### src/rtl/soc_system_pio_edge.sv
// Avalon-MM parallel I/O port with input synchronisers, per-bit direction, edge capture
// (write-1-to-clear) and a masked level interrupt. Read data is registered (latency 1).
module soc_system_pio_edge #(
  parameter int          WIDTH       = 8,
  parameter int          EDGE_MODE   = 0,
  parameter int          SYNC_STAGES = 2,
  parameter logic [31:0] OUT_RESET   = 32'h0
) (
  input  logic             clk,
  input  logic             reset,
  input  logic [1:0]       address,
  input  logic             chipselect,
  input  logic             write_n,
  input  logic             read_n,
  input  logic [31:0]      writedata,
  output logic [31:0]      readdata,
  input  logic [WIDTH-1:0] in_port,
  output logic [WIDTH-1:0] out_port,
  output logic [WIDTH-1:0] out_oe,
  output logic             irq
);

  localparam int ARM_CYCLES = SYNC_STAGES + 1;

  logic [WIDTH-1:0] sync_q [SYNC_STAGES];
  logic [WIDTH-1:0] in_sync;
  logic [WIDTH-1:0] prev;
  logic [WIDTH-1:0] irq_mask;
  logic [WIDTH-1:0] edge_capture;
  logic [WIDTH-1:0] rise;
  logic [WIDTH-1:0] fall;
  logic [WIDTH-1:0] sel;
  logic [WIDTH-1:0] clr;
  logic [WIDTH-1:0] wdat;
  logic [2:0]       arm_cnt;
  logic             armed;
  logic             wr_en;
  logic [31:0]      rd_mux;
  logic             unused_ok;

  assign unused_ok = ^{read_n, writedata};

  assign in_sync = sync_q[SYNC_STAGES-1];
  assign wr_en   = chipselect & ~write_n;
  assign wdat    = writedata[WIDTH-1:0];
  assign armed   = (arm_cnt == 3'(ARM_CYCLES));
  assign rise    = in_sync & ~prev;
  assign fall    = ~in_sync & prev;
  assign clr     = (wr_en && address == 2'd3) ? wdat : '0;

  always_comb begin
    sel = rise;
    case (EDGE_MODE)
      1:       sel = fall;
      2:       sel = rise | fall;
      default: sel = rise;
    endcase
  end

  always_ff @(posedge clk) begin
    if (reset) begin
      for (int i = 0; i < SYNC_STAGES; i++) sync_q[i] <= '0;
      prev <= '0;
    end else begin
      sync_q[0] <= in_port;
      for (int i = 1; i < SYNC_STAGES; i++) sync_q[i] <= sync_q[i-1];
      prev <= in_sync;
    end
  end

  // Capture is held off until the synchroniser and prev have flushed out reset zeros.
  always_ff @(posedge clk) begin
    if (reset) begin
      arm_cnt <= '0;
    end else if (!armed) begin
      arm_cnt <= arm_cnt + 3'd1;
    end
  end

  always_ff @(posedge clk) begin
    if (reset) begin
      edge_capture <= '0;
    end else begin
      edge_capture <= (edge_capture & ~clr) | (armed ? sel : '0);
    end
  end

  always_ff @(posedge clk) begin
    if (reset) begin
      out_port <= OUT_RESET[WIDTH-1:0];
      out_oe   <= '0;
      irq_mask <= '0;
    end else if (wr_en) begin
      case (address)
        2'd0:    out_port <= wdat;
        2'd1:    out_oe   <= wdat;
        2'd2:    irq_mask <= wdat;
        default: ;
      endcase
    end
  end

  always_comb begin
    rd_mux = '0;
    case (address)
      2'd0:    rd_mux[WIDTH-1:0] = in_sync;
      2'd1:    rd_mux[WIDTH-1:0] = out_oe;
      2'd2:    rd_mux[WIDTH-1:0] = irq_mask;
      default: rd_mux[WIDTH-1:0] = edge_capture;
    endcase
  end

  always_ff @(posedge clk) begin
    if (reset) readdata <= '0;
    else       readdata <= rd_mux;
  end

  assign irq = |(edge_capture & irq_mask);

endmodule

### config.mk
export PLATFORM = sky130hd
export DESIGN_NAME = soc_system_pio_edge
export DESIGN_NICKNAME = d
export VERILOG_FILES = /design/src/rtl/soc_system_pio_edge.sv
export SDC_FILE = /design/constraint.sdc
export NUM_CORES = 1
export LEC_CHECK = 0
export ABC_AREA = 1
export CORE_MARGIN = 2
export CORE_UTILIZATION = 45
export CTS_BUF_LIST = sky130_fd_sc_hd__clkbuf_8
export DETAILED_ROUTE_END_ITERATION = 12
export PLACE_DENSITY = 0.8
export RECOVER_POWER = 25
export SLEW_MARGIN = 30
export SYNTH_ARGS = -nofsm -noshare
export SYNTH_HDL_FRONTEND = slang
export SYNTH_SLANG_ARGS = --single-unit
export TNS_END_PERCENT = 5
### constraint.sdc
create_clock -name clk -period 1.73 [get_ports clk]
set_clock_uncertainty 0.1 [all_clocks]
set_input_delay 0.173 -clock clk [delete_from_list [all_inputs] [get_ports clk]]
set_output_delay 0.173 -clock clk [all_outputs]
set_load 0.01 [all_outputs]
==> README.md, run 1 <==
| Parameter | Value | Unit |
|---|---|---|
| Result of the run | finished, final reports clean | - |
| Layout clock buffers | 12 | - |
| First-pass GRT wire length | 9149 | um |
| Layout buffering overhead excluding clock cells | 0.1536 | - |
| Sequential cell count | 67 | - |
| CTS tree | done | - |
| Placement-stage cell area | 0.003212 | mm2 |
| Number of buffers created by CTS | 9 | - |
| Mapped cell area | 0.002730 | mm2 |
| Internal cell power | 2570 | uW |
| Post-Syn Area per Cell | 7.480 | um2 |
| Iteration tally of the first detailed-router pass | 4 | - |
| Top class by area | flip-flops and latches | - |
| Max power group | registers | - |
| Count of nets left with antenna violations after detail routing | 0 | - |
| Area share of and-or/or-and cells after synthesis | 0.07883 | - |
| Dpl ws | 0.01600 | ns |
| Utilization after layout | 0.5784 | - |
| Synth Flop Type | sky130_fd_sc_hd__dfxtp_1 | - |
| Combinational-cell power consumption | 392 | uW |
| Met2 usage | 0.2935 | - |
| IR drop worst, VDD | 0.0005748 | V |
| Cell count after placement | 480 | - |
| Count of pins over their slew limit | 0 | - |
| Ys cells | 365 | - |
run 1: final timing paths:
path / endpoint / cells after the start / slack (ns) / start
worst min-delay path: sync_q[0][5] / 3 / 0.24 / in_port[5]
worst max register to register: edge_capture[2] / 6 / 0.26 / arm_cnt[0]
worst max-delay path: out_oe[6] / 1 / 0.17 / out_oe[6]
worst min register to register: sync_q[0][13] / 2 / 0.30 / sync_q[0][5]
run 1: registers in the layout (all words and copies together) (netlist names):
name and count:
out_oe 8, edge_capture 8, sync_q 16, readdata 8, prev 8, irq_mask 8, arm_cnt 3, out_port 8
run 1: repair_timing:
item,CTS,global route
gates cloned,0,0
endpoints found under the setup margin,1,1
setup buffers,0,0
resized,1,2
Figure 1. Close-up of the layout (run 1).
Scale bar: 5 um. Window x 31 to 51, y 47 to 67 um. Cells in gray, sequential cells in the stronger gray; small squares are vias.
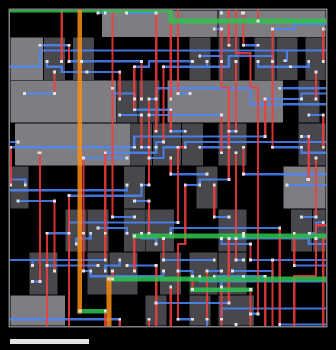
orange -> met4
red -> met2
green -> met3
blue -> met1
sequential cells in the window = 5
most frequent = nand2_1 (12), nor2_1 (8), dfxtp_1 (5)
netlist names of flops here include = edge_capture (2), prev (2)
cells with their middle in the window = 38

Figure 2. I/O pins on the die edge (run 1).
Scale bar: 20 um. Pins as bars across the die edge, other pins in gray.
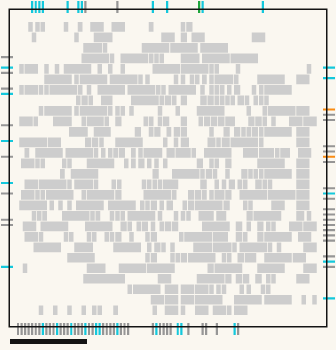
cyan -> readdata  # pins 32, direction output, edge 11 north, 11 south, 5 west, 5 east
orange -> address  # pins 2, direction input, edge east
green -> irq  # pins 1, direction output, edge north
number of buffers inserted by port buffering: 46
DIE WIDTH: 81.89 um
die boundary height: 81.89 um

Figure 3. Clock wiring as the flow saved it (run 1).
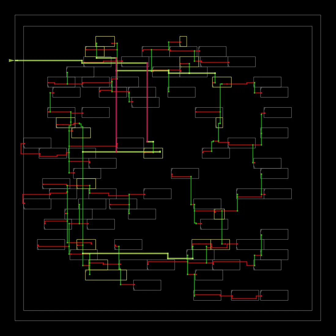
insertion delay at the late pin of the worst-skew pair: 0.34 ns
clock sinks: 67

==> inputs of run 2 (changes only) <==
- PLACE_DENSITY: 0.8 -> default
- PLACE_DENSITY_LB_ADDON: default -> 0.05
- clock period: 1.73 -> 1.72 ns (I/O delays scaled with it)
Figure 4. Clock wiring as the flow saved it (run 2).
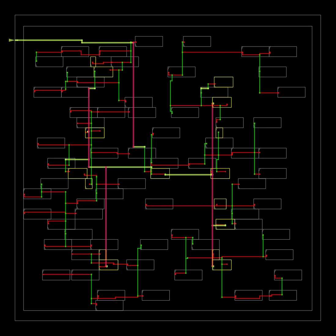
Layout clock buffers: 10
sequential cell count: 67
number of buffers created by CTS: 9
clock network power: 1140 uW

Figure 5. Close-up of the layout (run 2).
Scale bar: 5 um. Window x 31 to 51, y 47 to 67 um. Cells in gray, sequential cells in the stronger gray; small squares are vias.
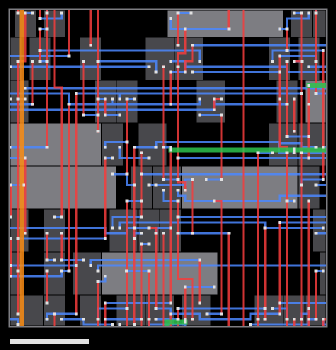
green -> met3
orange -> met4
blue -> met1
red -> met2
most frequent = nand2_1 (13), nor2_1 (12), nand3_1 (6)
cells with their middle in the window = 45
netlist names of flops here include = edge_capture (3)
sequential cells in the window = 5

==> run 2 against run 1 <==
Net effect: via count decreased by 1.8%; cell area decreased by 0.74%; register-to-register slack improved by 0.14 ns; synthesized area unchanged; combinational power increased by 1%; power decreased by 5.9%; flip-flop count unchanged; highest routed layer unchanged; synthesized cell count unchanged; global-route usage increased by 0.14 points; clock-buffer cell count decreased by 2.
==> README.md, run 2 <==
| Parameter | Value | Unit | Change |
|---|---|---|---|
| Result of the run | finished, final reports clean | - | unchanged |
| Cell count after placement | 484 | - | was 480 |
| Number of cells traversed by the worst register-to-register path | 5 | - | was 6 |
| Critical path origin | irq_mask[7] | - | was out_oe[6] |
| Dpl ws | 0.009683 | ns | was 0.01600 ns |
| CTS tree | done | - | unchanged |
| Met2 usage | 0.3008 | - | was 0.2935 |
| IR drop worst, VDD | 0.0006629 | V | was 0.0005748 V |
| R2r startpoint | arm_cnt[0] | - | unchanged |
| Count of nets left with antenna violations after detail routing | 0 | - | unchanged |
| Number of buffers inserted by port buffering | 46 | - | unchanged |
| First-pass GRT wire length | 9190 | um | was 9149 um |
| Most flop-heavy register | sync_q | - | unchanged |
| Post-Syn Area per Cell | 7.480 | um2 | unchanged |
| Max reg flops | 16 | - | unchanged |
| WHS Path Cells | 3 | - | unchanged |
| Synth Flop Type | sky130_fd_sc_hd__dfxtp_1 | - | unchanged |
| Minimum setup slack among reg-to-reg paths | 0.40 | ns | was 0.26 ns |
| CP Depth | 4 | - | was 1 |
| Iteration tally of the first detailed-router pass | 4 | - | unchanged |
| Critical R2R Capture | arm_cnt[0] | - | was edge_capture[2] |
| Die boundary height | 81.89 | um | unchanged |
Figure 6. Gate families picked out (run 2).
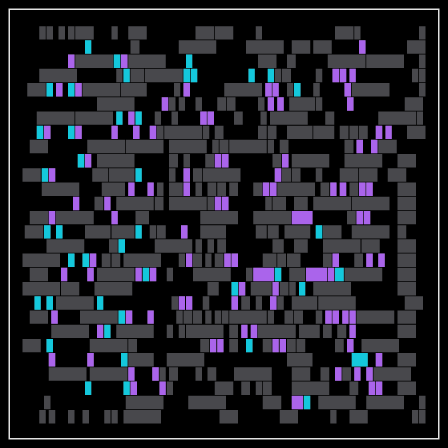
purple -> NOR gates  # cells 103, most used nor2_1, where spread over the die
cyan -> inverters  # cells 42, most used inv_1
commonest non-fill, non-tap cell in the layout: sky130_fd_sc_hd__nor2_1
count of placed standard cells in the final layout, fillers left out: 500

-- run 2: logic make-up (layout without fill, tap and decap cells) --
| family | Yosys count | after routing | share of synthesized area |
|---|---|---|---|
| flops | 67 | 67 | 0.4913 |
| compound gates | 43 | 43 | 0.07882 |
| xor+xnor | 1 | 1 | 0.003209 |
| buf+inv | 77 | 114 | 0.1485 |
| other cells | 1 | 24 | 0.001374 |
| fa+ha+maj | 2 | 2 | 0.009164 |
| simple gates | 174 | 174 | 0.2676 |
-- run 2: layout make-up --
class | instances | area share
Clock buffer | 10 | 0.04073
Inverter | 42 | 0.04850
Multi-Input combinational cell | 244 | 0.3166
Sequential cell | 67 | 0.3969
Tap cell | 75 | 0.02777
Timing Repair Buffer | 56 | 0.1599
Clock inverter | 6 | 0.009626
Power and IR drop assume default switching activity.
